===== src/rtl/id_issue_ctrl.sv =====
//==============================================================================
// id_issue_ctrl : decode-to-execute issue slot with RAW/WAW scoreboard
// Revision 1.0 - initial release
//==============================================================================
`default_nettype none

module id_issue_ctrl #(
  parameter  int NUM_REGS = 16,
  parameter  int OPC_W    = 8,
  parameter  int CNT_W    = 16,
  localparam int REG_AW   = $clog2(NUM_REGS)
) (
  input  logic              clk,
  input  logic              rst_n,
  input  logic              id_valid,
  output logic              id_ready,
  input  logic [OPC_W-1:0]  id_opcode,
  input  logic [REG_AW-1:0] id_rs1,
  input  logic [REG_AW-1:0] id_rs2,
  input  logic [REG_AW-1:0] id_rd,
  input  logic              id_uses_rs1,
  input  logic              id_uses_rs2,
  input  logic              id_writes_rd,
  output logic              ex_valid,
  input  logic              ex_ready,
  output logic [OPC_W-1:0]  ex_opcode,
  output logic [REG_AW-1:0] ex_rd,
  output logic              ex_writes_rd,
  input  logic              wb_valid,
  input  logic [REG_AW-1:0] wb_rd,
  input  logic              flush,
  output logic              busy,
  output logic [CNT_W-1:0]  stall_cnt
);

  typedef enum logic [0:0] {
    S_EMPTY = 1'b0,
    S_FULL  = 1'b1
  } slot_state_t;

  slot_state_t         state_q, state_d;
  logic [OPC_W-1:0]    ex_opcode_q, ex_opcode_d;
  logic [REG_AW-1:0]   ex_rd_q, ex_rd_d;
  logic                ex_writes_rd_q, ex_writes_rd_d;
  logic [NUM_REGS-1:0] pending_q, pending_d;
  logic [CNT_W-1:0]    stall_cnt_q, stall_cnt_d;

  logic [NUM_REGS-1:0] wb_mask;
  logic [NUM_REGS-1:0] pend_eff;
  logic                hazard;
  logic                slot_free;
  logic                issue;

  always_ff @(posedge clk or negedge rst_n) begin
    if (!rst_n) begin
      state_q        <= S_EMPTY;
      ex_opcode_q    <= '0;
      ex_rd_q        <= '0;
      ex_writes_rd_q <= 1'b0;
      pending_q      <= '0;
      stall_cnt_q    <= '0;
    end else begin
      state_q        <= state_d;
      ex_opcode_q    <= ex_opcode_d;
      ex_rd_q        <= ex_rd_d;
      ex_writes_rd_q <= ex_writes_rd_d;
      pending_q      <= pending_d;
      stall_cnt_q    <= stall_cnt_d;
    end
  end

  // A writeback in the same cycle already resolves the dependency.
  always_comb begin
    wb_mask  = wb_valid ? (NUM_REGS'(1) << wb_rd) : '0;
    pend_eff = pending_q & ~wb_mask;
    hazard   = (id_uses_rs1  && (id_rs1 != '0) && pend_eff[id_rs1])
             | (id_uses_rs2  && (id_rs2 != '0) && pend_eff[id_rs2])
             | (id_writes_rd && (id_rd  != '0) && pend_eff[id_rd]);
  end

  assign ex_valid  = (state_q == S_FULL);
  assign slot_free = !ex_valid || ex_ready;
  assign id_ready  = !hazard && slot_free && !flush;
  assign issue     = id_valid && id_ready;

  always_comb begin
    state_d        = state_q;
    ex_opcode_d    = ex_opcode_q;
    ex_rd_d        = ex_rd_q;
    ex_writes_rd_d = ex_writes_rd_q;

    // Flush wins over any handshake; issue is already blocked during flush.
    if (flush) begin
      state_d = S_EMPTY;
    end else begin
      case (state_q)
        S_EMPTY: if (issue) state_d = S_FULL;
        S_FULL:  if (ex_ready) state_d = issue ? S_FULL : S_EMPTY;
        default: state_d = S_EMPTY;
      endcase
    end

    if (issue) begin
      ex_opcode_d    = id_opcode;
      ex_rd_d        = id_rd;
      ex_writes_rd_d = id_writes_rd;
    end
  end

  // Ordered so a same-cycle set beats any clear on the same register.
  always_comb begin
    pending_d = pending_q & ~wb_mask;
    if (flush && ex_valid && ex_writes_rd_q)
      pending_d[ex_rd_q] = 1'b0;
    if (issue && id_writes_rd && (id_rd != '0))
      pending_d[id_rd] = 1'b1;
  end

  always_comb begin
    stall_cnt_d = stall_cnt_q;
    if (id_valid && !id_ready && !flush && (stall_cnt_q != '1))
      stall_cnt_d = stall_cnt_q + CNT_W'(1);
  end

  assign ex_opcode    = ex_opcode_q;
  assign ex_rd        = ex_rd_q;
  assign ex_writes_rd = ex_writes_rd_q;
  assign stall_cnt    = stall_cnt_q;
  assign busy         = ex_valid || (|pending_q);

endmodule

`default_nettype wire


===== config.mk =====
export PLATFORM = sky130hd
export DESIGN_NAME = id_issue_ctrl
export DESIGN_NICKNAME = d
export VERILOG_FILES = /design/src/rtl/id_issue_ctrl.sv
export SDC_FILE = /design/constraint.sdc
export NUM_CORES = 1
export LEC_CHECK = 0
export CAP_MARGIN = 20
export CORE_ASPECT_RATIO = 1.1
export CORE_MARGIN = 2
export CORE_UTILIZATION = 35
export DETAILED_ROUTE_END_ITERATION = 12
export PLACE_DENSITY = 0.67
export SLEW_MARGIN = 20
export SYNTH_ARGS = -nofsm -noshare
export SYNTH_HDL_FRONTEND = slang
export SYNTH_SLANG_ARGS = --single-unit

===== constraint.sdc =====
create_clock -name clk -period 3.33 [get_ports clk]
set_input_delay 0.4995 -clock clk [delete_from_list [all_inputs] [get_ports clk]]
set_output_delay 0.4995 -clock clk [all_outputs]
set_load 0.02 [all_outputs]

==> results.cfg <==
; physical design summary
[final_layout]
final_layout_size_suffix_gt1_share_pct = 24.4
post-route-util_pct = 52.5
insertedDiodeCount = 0
final_area_um2 = 4130
final_nets = 439
area_delta_synth_final_pct = 46.1
layout.cells.non_filler = 514

[worst_setup_path]
critical-path-slowest-cell = sky130_fd_sc_hd__a311o_1
worst_ep_required_time_ps = 2830
worst_path_largest_cell_delay_ps = 380
critical-path-top-delay-family = AND-OR/OR-AND gates
worstRegToRegCells = 9
cp_num_cells = 8
critPathMaxFanout = 7
critical_path.endpoint_type = output port

[timing]
period_minus_slack_ps = 3170
worst_pin_slew_ps = 631
setup_viol_count_final = 0
grt_setup_unrepaired = false
fin_crit_sh_pct = 95.3
fmax_mhz = 315
worst_clock_skew_ps = 4.45
timing.final.max_slew_violations = 0
post-route-worst-setup-slack_ps = 155
finalHoldViolations = 0
timing.slew.headroom_pct = 57.9
final.hold.worst_slack_ps = 192

[synth]
synthDistinctLibCells = 51
syn_area_per_cell_um2 = 9.69
yosysCellCount = 292
synthDominantCellAreaShare_pct = 40.7
synthTopCellsByCount = sky130_fd_sc_hd__dfrtp_1, sky130_fd_sc_hd__nand2_1, sky130_fd_sc_hd__nor2_1, sky130_fd_sc_hd__xor2_1
ys.flops = 46
synth.area.top_cells = sky130_fd_sc_hd__dfrtp_1, sky130_fd_sc_hd__mux2_2, sky130_fd_sc_hd__xor2_1
mappedNetlistNets = 326
synth-area-yosys_um2 = 2830
synthMostInstantiatedCell = sky130_fd_sc_hd__dfrtp_1
synth_async_sr_flop_share_pct = 100
synthesis.area_um2 = 2830
yosys.area.top_type = sky130_fd_sc_hd__dfrtp_1
sequential_to_total_area_share_from_yosys_stat_pct = 40.7
edf_count = 0

[placed_design]
io_buffer_count = 64
dpl_worst_slack_ps = -526
place.detailed.hpwl_mm = 6.74
placed_cells_incl_taps = 501
gp_congestion = 0.942

[detailed_routing]
detail_route.drc_violations = 0
per_cell_via_count_in_the_routed_design = 5.49

[run]
cap_viol_max_count = 0
tool_warnings = 26

[die]
std_cell_rows = 34
die_w_um = 89.7
num_io_pins = 65
floorplan.die_area_um2 = 8820
initial_core_util_pct = 35.9

[clock_tree]
clock_latency_ps = 290
cts-root-to-sink-buffers = 2
clk_transition_reported_paths_ps = 80

[grt]
first_global_vias = 2775
remaining_global_route_overflow = 0
total_routing_usage_reported_by_global_routing_pct = 20.0
grt_first_pass_wirelength_mm = 14.3

[min_path]
hold_path_class = input pin to async pin

[run_status]
run_status = complete, no violations

[pwr]
power.static_leakage_nw = 1.79
peakVddDrop_v = 0.000353
power_total_mw = 1.86
[timing repair]
action	4_1_cts	5_1_grt
resized	20	7
pin swaps	3	1
setup buffers	5	0
setup endpoints to repair	29	31
[power breakdown]
part | switching, mW | leakage [nW] | internal (mW)
Sequential | 0.113 | 0.597 | 0.656
Combinational | 0.344 | 1.13 | 0.364
Clock | 0.177 | 0.0575 | 0.210
[metal layers]
metal / vias to the layer above / track usage (%) / part of all wire (%) / routed length, um
met3: 19 / 2.62 / 5.0 / 435
met5: - / 0 / 0 / 0
met4: 0 / 8.40 / 2.8 / 244
met2: 94 / 33.1 / 49 / 4240
li1: 1344 / - / - / -
met1: 1364 / 26.5 / 44 / 3810
[path summary, 6_finish.rpt]
path,slack (ps),to,from
max in group asynchronous,2740,ex_rd[1],rst_n
hold reg to reg,500,ex_opcode[7],ex_opcode[7]
min in group clk,500,ex_opcode[7],ex_opcode[7]
setup / recovery,160,id_ready,wb_rd[0]
setup reg to reg,630,stall_cnt[14],pending_q[9]
hold / removal,190,stall_cnt[11],rst_n
[registers in the layout, indices dropped and copies added, names as in the netlist]
| signal | flops |
|---|---|
| ex_valid | 1 |
| pending_q | 16 |
| ex_rd | 4 |
| ex_writes_rd | 1 |
| ex_opcode | 8 |
| stall_cnt | 16 |
[area by class of cell]
class / count / area (um2)
Multi-Input combinational cell: 222 / 1640
Clock buffer: 8 / 110
Timing Repair Buffer: 120 / 1060
Tap cell: 108 / 135
Fill cell: 732 / 3740
Inverter: 10 / 37.5
Sequential cell: 46 / 1150
[logic make-up after synthesis]
family                   Yosys count  synth area share, %
AND/OR/NAND/NOR                  107                 20.4
flip-flops                        46                 40.7
AND-OR/OR-AND                     78                 21.1
XOR/XNOR                          13                 4.02
multiplexers                      23                 9.77
adder cells (fa/ha/maj)            1                0.442
buffers and inverters             24                 3.58
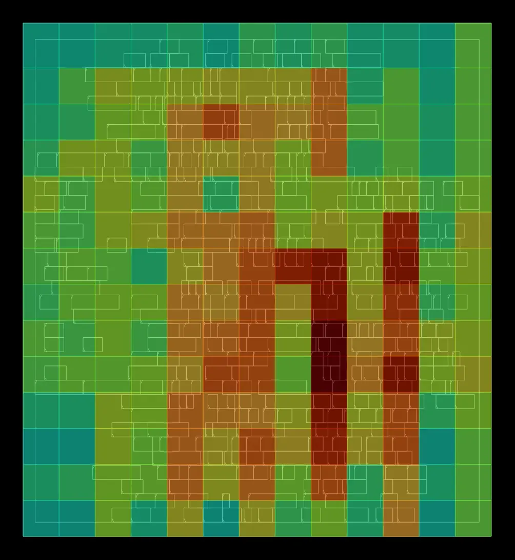
(images/congestion_map.png)
post-DR wirelength/cell: 17.0 um
Top Usage Layer GRT: met2
met2 global-route usage: 33.1%

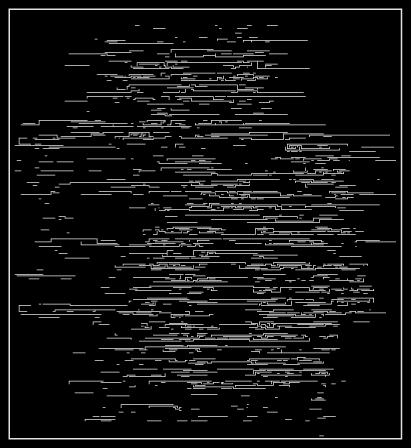
(images/m1.png)
The wires run mostly horizontal. 403 nets have wire on it.

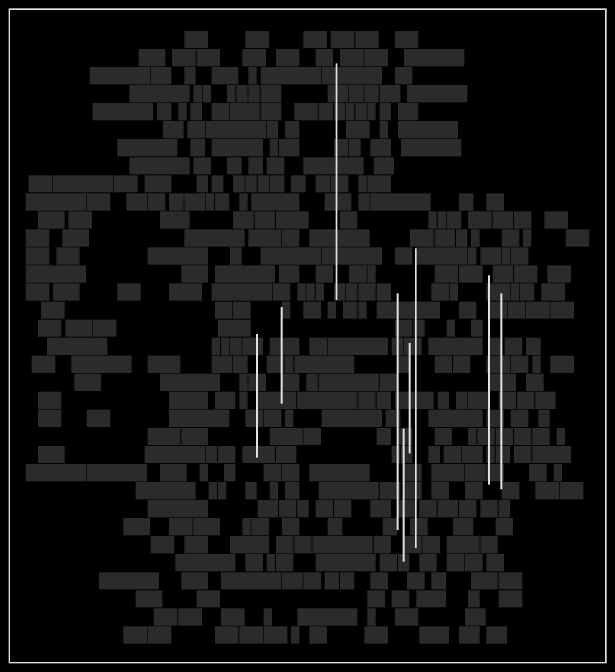
(images/m4.png)
Cells faint in the background.
The layer holds 2.8% of the routed length. 9 nets have wire on it. The wires run mostly vertical. The layer carries 245 um of wire.
total via count after detailed routing: 2,821
total wirelength of the detailed-routed design: 8.73 mm

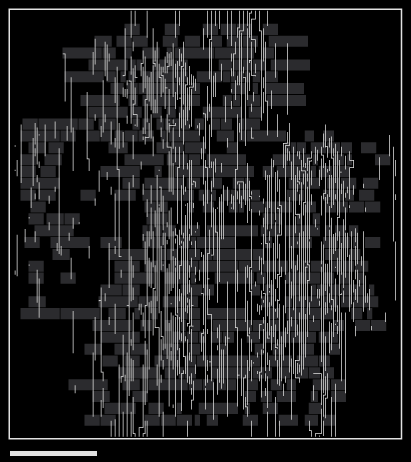
(images/m2.png)
The bar under the picture is 20 um long. Cells faint in the background.
The layer carries 4,240 um of wire. The longest straight run is 49.0 um. The wires run mostly vertical. 389 nets have wire on it.

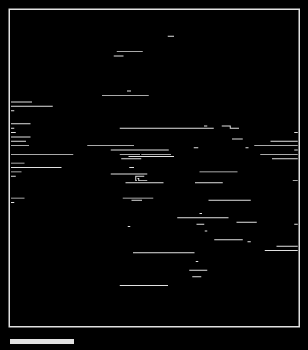
(images/m3.png)
The bar under the picture is 20 um long.
The layer holds 5.0% of the routed length. The layer carries 436 um of wire. The wires run mostly horizontal. 52 nets have wire on it. The longest straight run is 29.0 um.
met3 track demand over resource: 2.62%

No activity file was given, so power comes from the tool's default toggle rates.
